$ cat src/rtl/hold_window_monitor.sv
// hold_window_monitor
//   Watches a level "window" signal and a toggle signal coming from a
//   hold-style FSM. It measures how many clk cycles each window is high,
//   counts toggle events inside the window, and queues one record per window
//   in a small FIFO. Records are drained through a valid/ready port.
//
// Parameters
//   CNT_W  width of the window-length counter (saturates at all-ones)
//   TGL_W  width of the toggle-event counter (saturates at all-ones)
//   DEPTH  record FIFO entries, power of two, >= 2
//
// Ports
//   clk        rising-edge clock
//   rst_n      asynchronous active-low reset
//   win_in     window level, synchronous to clk
//   tgl_in     toggle signal; every level change is one event
//   clr        synchronous flush of FIFO, ovf and measurement
//   rec_valid  FIFO head record available
//   rec_ready  consumer accepts head when rec_valid & rec_ready
//   rec_width  head record: cycles win_in was sampled high
//   rec_tgl    head record: toggle events during the window
//   ovf        sticky flag: a record was dropped because the FIFO was full
//   busy       measurement FSM is not idle

module hold_window_monitor #(
    parameter int CNT_W = 8,
    parameter int TGL_W = 4,
    parameter int DEPTH = 4
) (
    input  logic             clk,
    input  logic             rst_n,
    input  logic             win_in,
    input  logic             tgl_in,
    input  logic             clr,
    output logic             rec_valid,
    input  logic             rec_ready,
    output logic [CNT_W-1:0] rec_width,
    output logic [TGL_W-1:0] rec_tgl,
    output logic             ovf,
    output logic             busy
);

    localparam int AW = $clog2(DEPTH);
    localparam logic [AW:0] FULL_CNT = (AW+1)'(DEPTH);

    typedef enum logic [1:0] {
        IDLE,
        MEAS,
        PUSH
    } state_t;

    state_t state, state_nxt;

    logic win_q, tgl_q;
    logic rise, tev;

    logic [CNT_W-1:0] width, width_nxt;
    logic [TGL_W-1:0] tcnt, tcnt_nxt;

    logic             wr_en_q;
    logic [CNT_W-1:0] wr_width_q;
    logic [TGL_W-1:0] wr_tgl_q;

    logic [CNT_W-1:0] mem_width [DEPTH];
    logic [TGL_W-1:0] mem_tgl   [DEPTH];
    logic [AW-1:0]    rd_ptr, wr_ptr, rd_ptr_inc;
    logic [AW:0]      count;

    logic             pop, push, drop, full;
    logic [CNT_W-1:0] head_width_nxt;
    logic [TGL_W-1:0] head_tgl_nxt;

    function automatic logic [CNT_W-1:0] sat_w(input logic [CNT_W-1:0] a,
                                               input logic inc);
        return (inc && (a != '1)) ? a + CNT_W'(1) : a;
    endfunction

    function automatic logic [TGL_W-1:0] sat_t(input logic [TGL_W-1:0] a,
                                               input logic inc);
        return (inc && (a != '1)) ? a + TGL_W'(1) : a;
    endfunction

    // Input history keeps sampling through clr so that a window already open
    // when clr releases does not look like a fresh rise.
    always_ff @(posedge clk or negedge rst_n) begin
        if (!rst_n) begin
            win_q <= 1'b0;
            tgl_q <= 1'b0;
        end else begin
            win_q <= win_in;
            tgl_q <= tgl_in;
        end
    end

    assign rise = win_in & ~win_q;
    assign tev  = tgl_in ^ tgl_q;

    always_ff @(posedge clk or negedge rst_n) begin
        if (!rst_n) begin
            state <= IDLE;
            width <= '0;
            tcnt  <= '0;
        end else begin
            state <= state_nxt;
            width <= width_nxt;
            tcnt  <= tcnt_nxt;
        end
    end

    // PUSH samples win_in directly: a high level there always follows the
    // low fall sample, so it starts a back-to-back window.
    always_comb begin
        state_nxt = state;
        width_nxt = width;
        tcnt_nxt  = tcnt;
        if (clr) begin
            state_nxt = IDLE;
            width_nxt = '0;
            tcnt_nxt  = '0;
        end else begin
            case (state)
                IDLE: begin
                    if (rise) begin
                        state_nxt = MEAS;
                        width_nxt = CNT_W'(1);
                        tcnt_nxt  = TGL_W'(tev);
                    end
                end
                MEAS: begin
                    tcnt_nxt = sat_t(tcnt, tev);
                    if (win_in) begin
                        width_nxt = sat_w(width, 1'b1);
                    end else begin
                        state_nxt = PUSH;
                    end
                end
                PUSH: begin
                    if (win_in) begin
                        state_nxt = MEAS;
                        width_nxt = CNT_W'(1);
                        tcnt_nxt  = TGL_W'(tev);
                    end else begin
                        state_nxt = IDLE;
                    end
                end
                default: state_nxt = IDLE;
            endcase
        end
    end

    // The finished record is staged for one cycle before it enters the FIFO,
    // so the head becomes visible two cycles after the first low sample.
    always_ff @(posedge clk or negedge rst_n) begin
        if (!rst_n) begin
            wr_en_q    <= 1'b0;
            wr_width_q <= '0;
            wr_tgl_q   <= '0;
        end else begin
            wr_en_q    <= (state == PUSH) && !clr;
            wr_width_q <= width;
            wr_tgl_q   <= tcnt;
        end
    end

    assign rec_valid  = (count != '0);
    assign full       = (count == FULL_CNT);
    assign pop        = rec_valid & rec_ready;
    assign push       = wr_en_q & (~full | pop);
    assign drop       = wr_en_q & full & ~pop;
    assign rd_ptr_inc = rd_ptr + AW'(1);

    // The head is held in output registers so rec_* stay stable while the
    // FIFO is empty, instead of exposing whatever stale slot rd_ptr points at.
    always_comb begin
        head_width_nxt = rec_width;
        head_tgl_nxt   = rec_tgl;
        if (pop) begin
            if (count > (AW+1)'(1)) begin
                head_width_nxt = mem_width[rd_ptr_inc];
                head_tgl_nxt   = mem_tgl[rd_ptr_inc];
            end else if (push) begin
                head_width_nxt = wr_width_q;
                head_tgl_nxt   = wr_tgl_q;
            end
        end else if (!rec_valid && push) begin
            head_width_nxt = wr_width_q;
            head_tgl_nxt   = wr_tgl_q;
        end
    end

    always_ff @(posedge clk) begin
        if (push && !clr) begin
            mem_width[wr_ptr] <= wr_width_q;
            mem_tgl[wr_ptr]   <= wr_tgl_q;
        end
    end

    always_ff @(posedge clk or negedge rst_n) begin
        if (!rst_n) begin
            rd_ptr    <= '0;
            wr_ptr    <= '0;
            count     <= '0;
            ovf       <= 1'b0;
            rec_width <= '0;
            rec_tgl   <= '0;
        end else if (clr) begin
            rd_ptr <= '0;
            wr_ptr <= '0;
            count  <= '0;
            ovf    <= 1'b0;
        end else begin
            if (push) begin
                wr_ptr <= wr_ptr + AW'(1);
            end
            if (pop) begin
                rd_ptr <= rd_ptr_inc;
            end
            case ({push, pop})
                2'b10:   count <= count + (AW+1)'(1);
                2'b01:   count <= count - (AW+1)'(1);
                default: count <= count;
            endcase
            if (drop) begin
                ovf <= 1'b1;
            end
            rec_width <= head_width_nxt;
            rec_tgl   <= head_tgl_nxt;
        end
    end

    assign busy = (state != IDLE);

endmodule
$ cat config.mk
export PLATFORM = sky130hd
export DESIGN_NAME = hold_window_monitor
export DESIGN_NICKNAME = d
export VERILOG_FILES = /design/src/rtl/hold_window_monitor.sv
export SDC_FILE = /design/constraint.sdc
export NUM_CORES = 1
export LEC_CHECK = 0
export ABC_AREA = 1
export CORE_MARGIN = 4
export CORE_UTILIZATION = 50
export CTS_BUF_LIST = sky130_fd_sc_hd__clkbuf_4
export CTS_CLUSTER_DIAMETER = 150
export DETAILED_ROUTE_END_ITERATION = 8
export MAX_ROUTING_LAYER = met4
export PLACE_DENSITY_LB_ADDON = 0.08
export SLEW_MARGIN = 10
export SYNTH_ARGS = -nofsm -noshare
export SYNTH_HDL_FRONTEND = slang
export SYNTH_SLANG_ARGS = --single-unit
$ cat constraint.sdc
create_clock -name clk -period 2.7 [get_ports clk]
set_input_delay 0.54 -clock clk [delete_from_list [all_inputs] [get_ports clk]]
set_output_delay 0.54 -clock clk [all_outputs]
set_load 0.02 [all_outputs]
Figure 1. Track usage over the die (run 1).
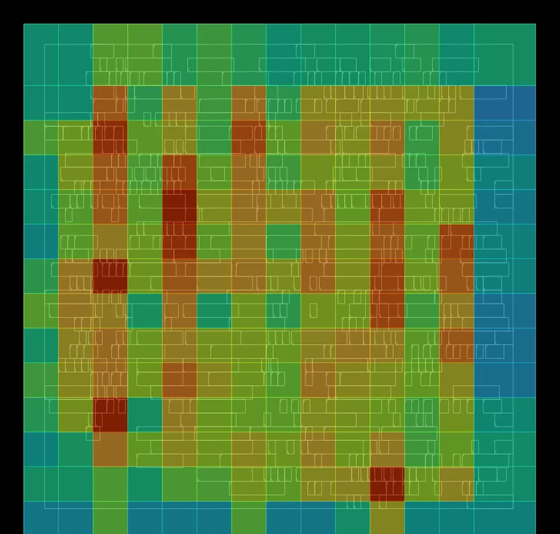
average wire length per cell after detail routing: 13.2 um
most heavily used metal layer in global routing: met2
met3 capacity usage during global routing: 2.46%
fraction of the core area covered by cells at the end of the flow: 56.8%

Figure 2. Signal wires on met1 (run 1).
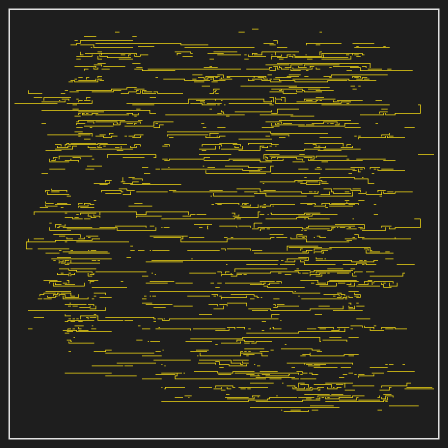
The longest straight run is 34.0 um. The layer carries 4070 um of wire. 455 nets have wire on it.
DR vias: 2986
drt total wl: 8.04 mm
Global Route met1 Usage: 25.3%

==> run notes, run 1 <==
Flow results.

- In this run the critical register-to-register path is launched from rd_ptr[0].
- The post-synthesis cell count from yosys is 472.
- The finished cells cover around 4900 sq um.
- Per the CTS log, the root buffer master is sky130_fd_sc_hd__clkbuf_4.
- The worst setup path is captured at an output pin.
- The mapped netlist covers between 4000 and 5000 sq um.
- The area of the core region is 8640 sq um.
- By instance count after routing, the leading logic cell types are sky130_fd_sc_hd__nand2_1 (196), sky130_fd_sc_hd__dfrtp_1 (49), sky130_fd_sc_hd__edfxtp_1 (48), sky130_fd_sc_hd__inv_1 (41), sky130_fd_sc_hd__nand3_1 (38).
- The core utilization at floorplan is about half.
- The post-route fraction of the period consumed by the critical path is between 90% and 100%.
- The area growth from synthesis to final layout is 11.1%.
- The clock-pin slew of the registers on the worst-case setup and hold paths is 0.15 ns.
- The detailed placement HPWL is 5.85 mm.
- At the end of routability-driven placement, the weighted congestion stood at 0.842.
- The instance area at placement is about 4700 sq um.
- In the setup report, the worst path falls into the class reg -> out.
- Of the total synthesized cell area, the portion taken by XOR and XNOR cells is under 10%.
- The flow reported a cell area power density of 829 nW/um^2.
- During synthesis, Yosys emitted a total of 0 warnings.
- The horizontal die dimension reported for this design is slightly above 100 um.
- Per the synthesis report, the single largest cell type by area occupies roughly a third of cell area.
- Counting I/O delays and the setup requirement, the final critical path takes 2.47 ns.
- At the end of the flow, the number of nets in the layout was between 500 and 600.
- The final worst setup slack is between 0.2 and 0.25 ns.
- The total routing usage reported by global routing is about 18%.
- The leakage component of the power was reported as between 2 and 2.5 nW.
- The required arrival time at the worst endpoint is 2.16 ns.
- The dominant non-sequential cell family after synthesis is simple AND/OR/NAND/NOR gates.
- The total I/O pin count is 21.
- The biggest area contributor in the post-synthesis netlist is sky130_fd_sc_hd__edfxtp_1.
- Of the cells placed in the final design, the portion with a size suffix greater than 1 is ~6.8%.
- A synthesized cell averages between 9 and 10 sq um.
- In the final report, the number of endpoints failing setup comes to 0.
- Post-CTS repair ended up resizing 0 cells.
- The final hold violation count is 0.
- The routed design shows a via density per instance of just under 5.
- The total negative slack for setup checks is 0 ns.
- The number of buffers created by CTS is 9.
- Of all nets on the critical path, the largest fanout is 5.
- The flow ran to the end, and the final reports show no timing, DRC or antenna violations.
- The overall die height is just over 100 um.
- Timing analysis after detailed placement gives a worst setup slack of around 0.47 ns.
- The startpoint class of the critical path is a register.
- The area fraction in and, or, nand and nor cells is 25.0%.
- The row count is 34.
- The pre-antenna-repair detailed-routing pass consisted of 4 iterations.
- TritonCTS built the clock tree.
- Timing would allow up to between 0.4 and 0.5 GHz.
- Across all checked pins, the minimum headroom to the slew limit is slightly above 60%.
- The stat command in Yosys gives a chip area of about 4400 sq um.
- Yosys reported a register bit count of 97.
- After Yosys synthesis, full adders, half adders and majority gates account for approximately 4.3% of the synthesized area.
- The number of I/O port buffers is 20.
- For this run the aggregate overflow at the end of global routing stands at 0.
- The first global-routing pass estimated ~14 mm of wire.
- Setup repair after global routing left no endpoint under its margin.
- In this run the worst hold path is classified as in -> async.
- The initial antenna violation count came to 0.
- The total placed cells including tap cells is about 600.
- The post-synthesis share of cell area spent on and-or and or-and gates is roughly 3.9%.
- The number of instances in the synthesized netlist is ~470.
- The number of DRC violations after detailed-routing iteration 0 is approximately 160.
- The net count after synthesis is 493.
- Of the synthesized area, sequential elements account for between 60 and 70%.
- The fill cell total of the finished layout is around 760.
- The number of max-cap violations is 0.
- The count of final max-slew check failures is 0.
- After clock tree synthesis, the flow added hold-fix buffers numbering 0.
Figure 3. Sequential cells coloured by netlist name (run 1).
Other sequential cells in the stronger grey, the rest of the logic in the fainter grey.
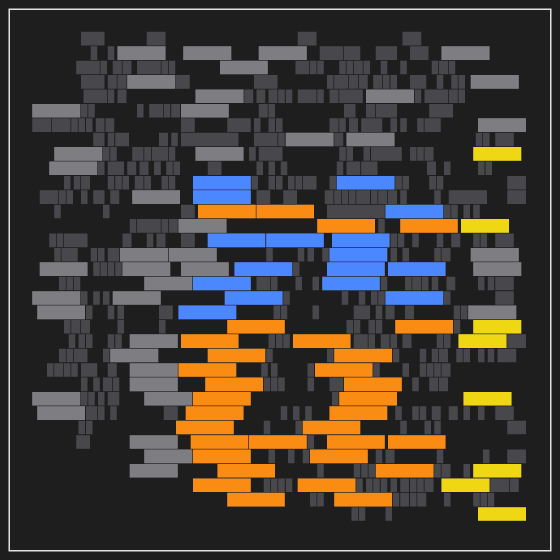
Key: blue = mem_tgl [placed flops 16]; yellow = rec_width [placed flops 8]; orange = mem_width [placed flops 32]
Another 41 sequential cells are not coloured.
area of all sequential standard cells: 2670 sq um
flip-flop and latch power: 1.90 mW
proportion of cell area occupied by registers: 54.4%

==> run 1: where the power goes <==
part,internal [mW],total [mW],switching [mW]
combinational,0.472,1.32,0.843
clock,0.377,0.851,0.474
sequential,1.74,1.90,0.166
==> run 1: flip-flops by register name, summed over array words and instances (netlist names), 2 cells and up <==
name / cells
rec_tgl: 4
tcnt: 4
mem_tgl: 16
wr_width_q: 8
state: 2
count: 3
rec_width: 8
width: 8
mem_width: 32
wr_tgl_q: 4
wr_ptr: 2
rd_ptr: 2
==> run 1: worst max-delay path by stage <==
stage	slack [ns]	cells after the start	end	startpoint
2_1_floorplan	0.55	5	mem_tgl[0][0]	clr
3_3_place_gp	0.51	6	mem_width[2][3]	clr
3_5_place_dp	0.47	6	mem_width[2][4]	clr
4_1_cts	0.20	4	rec_valid	count[0]
5_1_grt	0.1	4	rec_valid	count[0]
6_report	0.23	4	rec_valid	count[0]
==> run 1: critical path, cell delays in order, from the launching register on <==
cell and delay (ns):
sky130_fd_sc_hd__dfrtp_1 0.44, sky130_fd_sc_hd__inv_1 0.11, sky130_fd_sc_hd__ha_1 0.26, sky130_fd_sc_hd__nand2_4 0.10, sky130_fd_sc_hd__clkdlybuf4s50_1 0.60
==> run 1: layout make-up <==
class                      count  share of cell area [%]
timing repair buffer          27                    5.30
multi-input combinational    318                    30.9
tap                          108                    2.75
inverter                      45                    3.47
clock buffer                   9                    1.38
clock inverter                 7                    1.89
sequential                    97                    54.4
==> run 1: layer usage <==
metal	track usage [%]	routed length (um)	part of all wire (%)	vias up
met4	6.46	91	1.1	0
met5	-	0	0	-
met2	26.0	3570	44	51
met3	2.46	304	3.8	8
met1	25.3	4070	51	1362
li1	-	-	-	1565
==> run 1: per-stage QoR <==
step	hold slack (ns)	total power, mW
after floorplan	0.244	2.84
after global placement	0.425	3.25
after detailed placement	0.413	3.26
after CTS	0.0697	4.11
after global routing	0.0808	4.35
final	0.0822	4.07
==> run 1: Yosys cell counts <==
master and n:
sky130_fd_sc_hd__a21oi_1 4, sky130_fd_sc_hd__a21oi_2 1, sky130_fd_sc_hd__a21oi_4 1, sky130_fd_sc_hd__buf_2 3, sky130_fd_sc_hd__buf_4 2, sky130_fd_sc_hd__buf_6 1, sky130_fd_sc_hd__clkbuf_1 6, sky130_fd_sc_hd__clkinv_2 1
sky130_fd_sc_hd__dfrtp_1 49, sky130_fd_sc_hd__edfxtp_1 48, sky130_fd_sc_hd__ha_1 15, sky130_fd_sc_hd__inv_1 41, sky130_fd_sc_hd__inv_2 3, sky130_fd_sc_hd__nand2_1 196, sky130_fd_sc_hd__nand2_4 3, sky130_fd_sc_hd__nand3_1 38
sky130_fd_sc_hd__nand4_1 5, sky130_fd_sc_hd__nor2_1 22, sky130_fd_sc_hd__nor2_2 2, sky130_fd_sc_hd__nor3_2 1, sky130_fd_sc_hd__nor3b_1 1, sky130_fd_sc_hd__o211ai_1 1, sky130_fd_sc_hd__o21a_1 2, sky130_fd_sc_hd__o21ai_0 14
sky130_fd_sc_hd__o21ai_1 5, sky130_fd_sc_hd__o21bai_1 1, sky130_fd_sc_hd__xnor2_1 3, sky130_fd_sc_hd__xor2_1 3
==> inputs of run 2 (changes only) <==
- CAP_MARGIN: default -> 25
Figure 4. Sequential cells coloured by netlist name (run 2).
Other sequential cells in the stronger grey, the rest of the logic in the fainter grey.
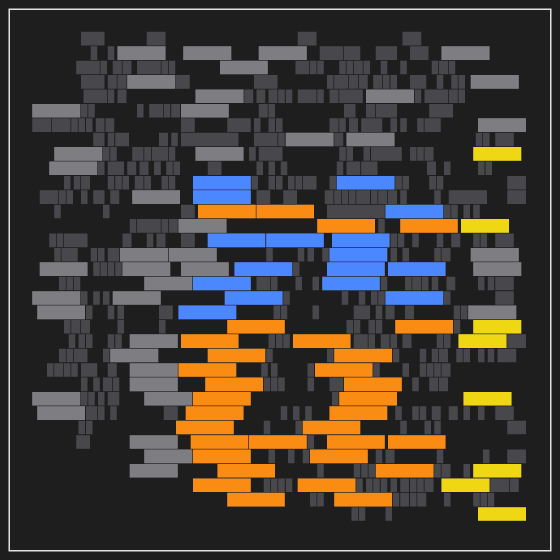
Key: yellow = rec_width [placed flops 8]; orange = mem_width [placed flops 32]; blue = mem_tgl [placed flops 16]
Another 41 sequential cells are not coloured.

==> run 2 against run 1 <==
Compared with the run above: final cell count did not move; clock skew is the same; largest power group unchanged; clock-buffer cell count unchanged; cell area did not move; largest cell class unchanged.
==> run notes, run 2 <==
Flow results.

- The largest fanout on the critical path is 5 (unchanged).
- The yosys warning tally is 0 (unchanged).
- The row count is 34 (unchanged).
- The cell type with the largest total area is sky130_fd_sc_hd__edfxtp_1.
- The number of search-and-repair iterations in the first detailed-routing pass is 4 (unchanged).
- The count of instances resized after the clock tree is built was 0 (unchanged).
- The headroom to the max-slew limit was 61.8% (unchanged).
- The number of max-cap violations was 0 (unchanged).
- The area growth from synthesis to final layout is 11.1% (unchanged).
- The net count after synthesis was 493 (unchanged).
- Setup repair after global routing left no endpoint under its margin.
- The register bit total from synthesis is 97 (unchanged).
- The detailed placement HPWL is 5.85 mm (unchanged).
- The largest registers in the layout are mem_width (32), mem_tgl (16).
- The mean instance size in the synthesized netlist was 9.35 sq um (unchanged).
- Post-synth the commonest register cell is sky130_fd_sc_hd__dfrtp_1.
- The worst setup timing slack at the placement stage is 0.472 ns (unchanged).
- The count of hold-fix buffers inserted at cts is 0 (unchanged).
- The required arrival time at the worst endpoint is 2.16 ns (about the same).
- The number of nets at the end of the flow was 519 (unchanged).
- The count of final max-slew check failures is 0 (unchanged).
- The total power per unit cell area came to 829 nW/um^2 (unchanged).
- The total congestion overflow after global routing was 0 (unchanged).
- The proportion of netlist area held by the largest area contributor is 32.6% (unchanged).
- The total I/O pin count was 21 (unchanged).
- The critical path class is reg -> out.
- The endpoint type of the worst setup path is an output pin.
- The post-synthesis cell count from yosys is 472 (unchanged).
- The largest register by flop count is mem_width.
- The total via count in the routed design is 2986 (unchanged).
- The final weighted congestion of routability-driven global placement is 0.842 (unchanged).
- The number of I/O port buffers is 20 (unchanged).
- The highest achievable clock rate is 0.405 GHz (unchanged).
- The number of enable-type register cells in the synthesized netlist is 48 (unchanged).
- The number of instances in the synthesized netlist was 472 (unchanged).
- The final-report setup violation count is 0 (unchanged).
- The total routing usage reported by global routing is 17.7% (unchanged).
- The number of DRC violations after detailed-routing iteration 0 was 157 (unchanged).
- The flow ran to the end, and the final reports show no timing, DRC or antenna violations.
- The total negative slack for setup checks is 0 ns (unchanged).
- The total wire length after detailed routing is 8.04 mm (unchanged).
- The number of flip-flops under the largest register name is 32 (unchanged).
- Listed in order, past its start point the critical path passes inv_1 > ha_1 > nand2_4 > clkdlybuf4s50_1.
- The overall die height came to 102 um (unchanged).
- The layout cell share with drive strength beyond 1 is 6.76% (unchanged).
- The die width is 102 um (unchanged).
- The CTS tree is yes.
- The initial antenna violation count was 0 (unchanged).
- The core utilization at floorplan is 51.1% (unchanged).
[run 2: worst max-delay path: cells and delay by family, from the launching register on]
family / cells / cell delay (ns)
flops: 1 / 0.44
simple gates: 1 / 0.10
fa+ha+maj: 1 / 0.26
buf+inv: 2 / 0.71
[run 2: cell families after synthesis]
| group | share of synthesized area (%) |
|---|---|
| adder cells (fa/ha/maj) | 4.25 |
| buffers and inverters | 5.30 |
| flip-flops | 60.4 |
| AND/OR/NAND/NOR | 25.0 |
| AND-OR/OR-AND | 3.85 |
| XOR/XNOR | 1.19 |
[run 2: worst max path at each step]
stage | start | slack [ns] | depth (start not counted) | to
finish | count[0] | 0.23 | 4 | rec_valid
global route | count[0] | 0.1 | 4 | rec_valid
CTS | count[0] | 0.20 | 4 | rec_valid
detailed placement | clr | 0.47 | 6 | mem_width[2][4]
global placement | clr | 0.51 | 6 | mem_width[2][3]
floorplan | clr | 0.55 | 5 | mem_tgl[0][0]
[run 2: per-stage QoR]
stage          cell area (sq um)  hold WS (ns)  std cells  util [%]
2_1_floorplan               4420         0.244        472         -
3_3_place_gp                4750         0.425        595      55.0
3_5_place_dp                4750         0.413        595      55.0
4_1_cts                     4910        0.0697        611      56.8
5_1_grt                     4910        0.0808        611      56.8
6_report                    4910        0.0822        611      56.8
[run 2: cell type report]
| type | instances | area, sq um |
|---|---|---|
| clock buffer | 9 | 67.6 |
| clock inverter | 7 | 92.6 |
| fill | 756 | 3730 |
| inverter | 45 | 170 |
| multi-input combinational | 318 | 1510 |
| sequential | 97 | 2670 |
| tap | 108 | 135 |
| timing repair buffer | 27 | 260 |
[run 2: power by group]
group	switching [mW]	total, mW	internal, mW
clock network	0.474	0.851	0.377
logic	0.843	1.32	0.472
registers	0.166	1.90	1.74
total	1.48	4.07	2.59
[run 2: metal layers]
metal / GRT usage [%] / wire length (um)
met3: 2.46 / 304
met4: 6.46 / 91
met5: - / 0
met1: 25.3 / 4070
met2: 26.0 / 3570
==> inputs of run 3 (changes only) <==
--- a/constraint.sdc
+++ b/constraint.sdc
@@ -3,2 +3,2 @@
 set_output_delay 0.54 -clock clk [all_outputs]
-set_load 0.02 [all_outputs]
+set_load 0.1 [all_outputs]
Figure 5. I/O nets highlighted (run 3).
The bar under the picture is 20 um long.
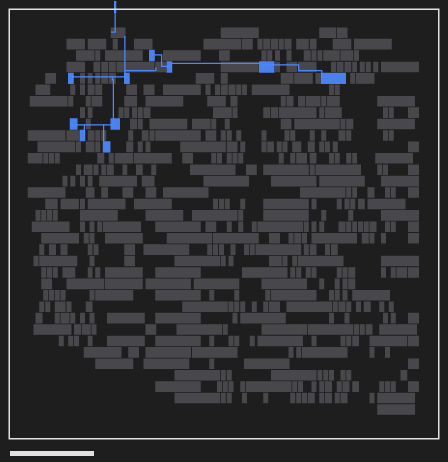
Key: blue = clr [direction input, edge top, end cells 10, buffers 2, wire 114 um]

==> run 3 against run 2 <==
Compared with the run above: clock skew grew 0.0011 ns; non-clock buffer count rose by 1; global-route usage increased by 0.35 points; area after synthesis is the same; synthesized cell count is the same; critical path depth unchanged; cell area fell by 1.3%; combinational power up 41%.
==> run notes, run 3 <==
Flow results.

- The worst setup timing slack at the placement stage is 0.458 ns (-0.0141 ns).
- The sequential standard cell area is 2670 sq um (unchanged).
- The final-report setup violation count is 0 (unchanged).
- The register bit total from synthesis is 97 (unchanged).
- TritonCTS built the clock tree.
- The total wire length after detailed routing came to 8.27 mm (+2.8%).
- The number of I/O port buffers is 20 (unchanged).
- The combinational gate area is 1510 sq um (unchanged).
- Looking at the setup timing report, the critical path kind is reg -> out.
- The total via count in the routed design is 2987 (+0.033%).
- The flow ran to the end, and the final reports show no timing, DRC or antenna violations.
- The number of enable-type register cells in the synthesized netlist is 48 (unchanged).
- The net count after synthesis is 493 (unchanged).
- The largest register by flop count is mem_width.
- The number of instances in the synthesized netlist is 472 (unchanged).
- The fill cell total of the finished layout came to 777 (+2.8%).
- The number of DRC violations after detailed-routing iteration 0 is 89 (-43%).
- The count of instances resized after the clock tree is built is 0 (unchanged).
- The die width is 102 um (unchanged).
- The headroom to the max-slew limit was 55.1% (-6.7 points).
- The highest achievable clock rate is 0.467 GHz (+15%).
- The total negative slack for setup checks is 0 ns (unchanged).
- The number of max-cap violations is 0 (unchanged).
- In the final layout, the registers with the most flip-flops are mem_width (32), mem_tgl (16).
- The count of hold-fix buffers inserted at cts came to 0 (unchanged).
- The detailed placement HPWL is 6.04 mm (+3.2%).
- The initial antenna violation count is 0 (unchanged).
- The number of search-and-repair iterations in the first detailed-routing pass is 4 (unchanged).
- The post-route worst hold slack is 0.124 ns (+0.0418 ns).
- The yosys warning tally is 0 (unchanged).
- The overall die height came to 102 um (unchanged).
- The predominant post-synthesis flop cell is sky130_fd_sc_hd__dfrtp_1.
- The number of flip-flops under the largest register name was 32 (unchanged).
- The total routing usage reported by global routing is 18.1% (+0.35 points).
- sky130_fd_sc_hd__edfxtp_1 takes more of the synthesized area than any other cell.
- The post-synthesis cell count from yosys is 472 (unchanged).
- The number of nets at the end of the flow is 520 (+0.19%).
- Setup repair after global routing left no endpoint under its margin.
- The core utilization at floorplan is 51.1% (unchanged).
- The proportion of netlist area held by the largest area contributor was 32.6% (unchanged).
- The total congestion overflow after global routing is 0 (unchanged).
-- run 3: cell counts after synthesis --
Identical to the previous run, type by type.
-- run 3: area by class of cell --
type	count	share of cell area, %
clock inverters	6	1.34
well taps	108	2.79
repair buffers	28	4.49
flip-flops and latches	97	55.1
multi-input cells	318	31.2
clock buffers	10	1.55
inverters	45	3.51
-- run 3: power by group --
| group | leakage, nW | total, mW | switching (mW) | internal [mW] |
|---|---|---|---|---|
| combinational | 1.13 | 1.86 | 1.43 | 0.437 |
| sequential | 1.11 | 1.91 | 0.169 | 1.74 |
| clock | 0.0788 | 0.767 | 0.469 | 0.298 |
| total | 2.31 | 4.54 | 2.07 | 2.47 |
-- run 3: cells by family after synthesis --
family / Yosys count / synth area share [%]
AND-OR/OR-AND: 29 / 3.85
XOR/XNOR: 6 / 1.19
buffers and inverters: 57 / 5.30
adder cells (fa/ha/maj): 15 / 4.25
AND/OR/NAND/NOR: 268 / 25.0
flip-flops: 97 / 60.4
-- run 3: routing by layer --
metal	GRT usage [%]	part of all wire, %	vias to the layer above
li1	-	-	1563
met1	25.7	50	1361
met2	26.8	45	57
met3	2.46	3.6	6
met4	6.36	0.69	0
met5	-	0	-
-- run 3: worst paths after layout --
path                                 from             to  slack, ns  depth (start not counted)
worst max register to register  rd_ptr[0]   rec_width[7]       0.66                          7
worst min-delay path                rst_n   rec_width[4]       0.12                          1
worst min register to register   width[1]  wr_width_q[1]       0.46                          0
min in group clk                 width[1]  wr_width_q[1]       0.46                          0
max in group asynchronous           rst_n    wr_tgl_q[2]       1.91                          2
worst max-delay path             count[0]      rec_valid       0.56                          4
-- run 3: through the flow --
| stage | instance area (sq um) | instances | utilization (%) |
|---|---|---|---|
| final | 4840 | 612 | 56.1 |
| after global routing | 4840 | 612 | 56.1 |
| after CTS | 4840 | 612 | 56.1 |
| after detailed placement | 4700 | 596 | 54.5 |
| after global placement | 4700 | 596 | 54.5 |
| after floorplan | 4420 | 472 | - |
-- run 3: worst max-delay path, cell delays in order (launching register included) --
cell                      delay, ns
sky130_fd_sc_hd__dfrtp_1       0.44
sky130_fd_sc_hd__inv_1         0.10
sky130_fd_sc_hd__ha_1          0.25
sky130_fd_sc_hd__nand2_4       0.10
sky130_fd_sc_hd__buf_4         0.29
Power is estimated from default activity; no workload was simulated.
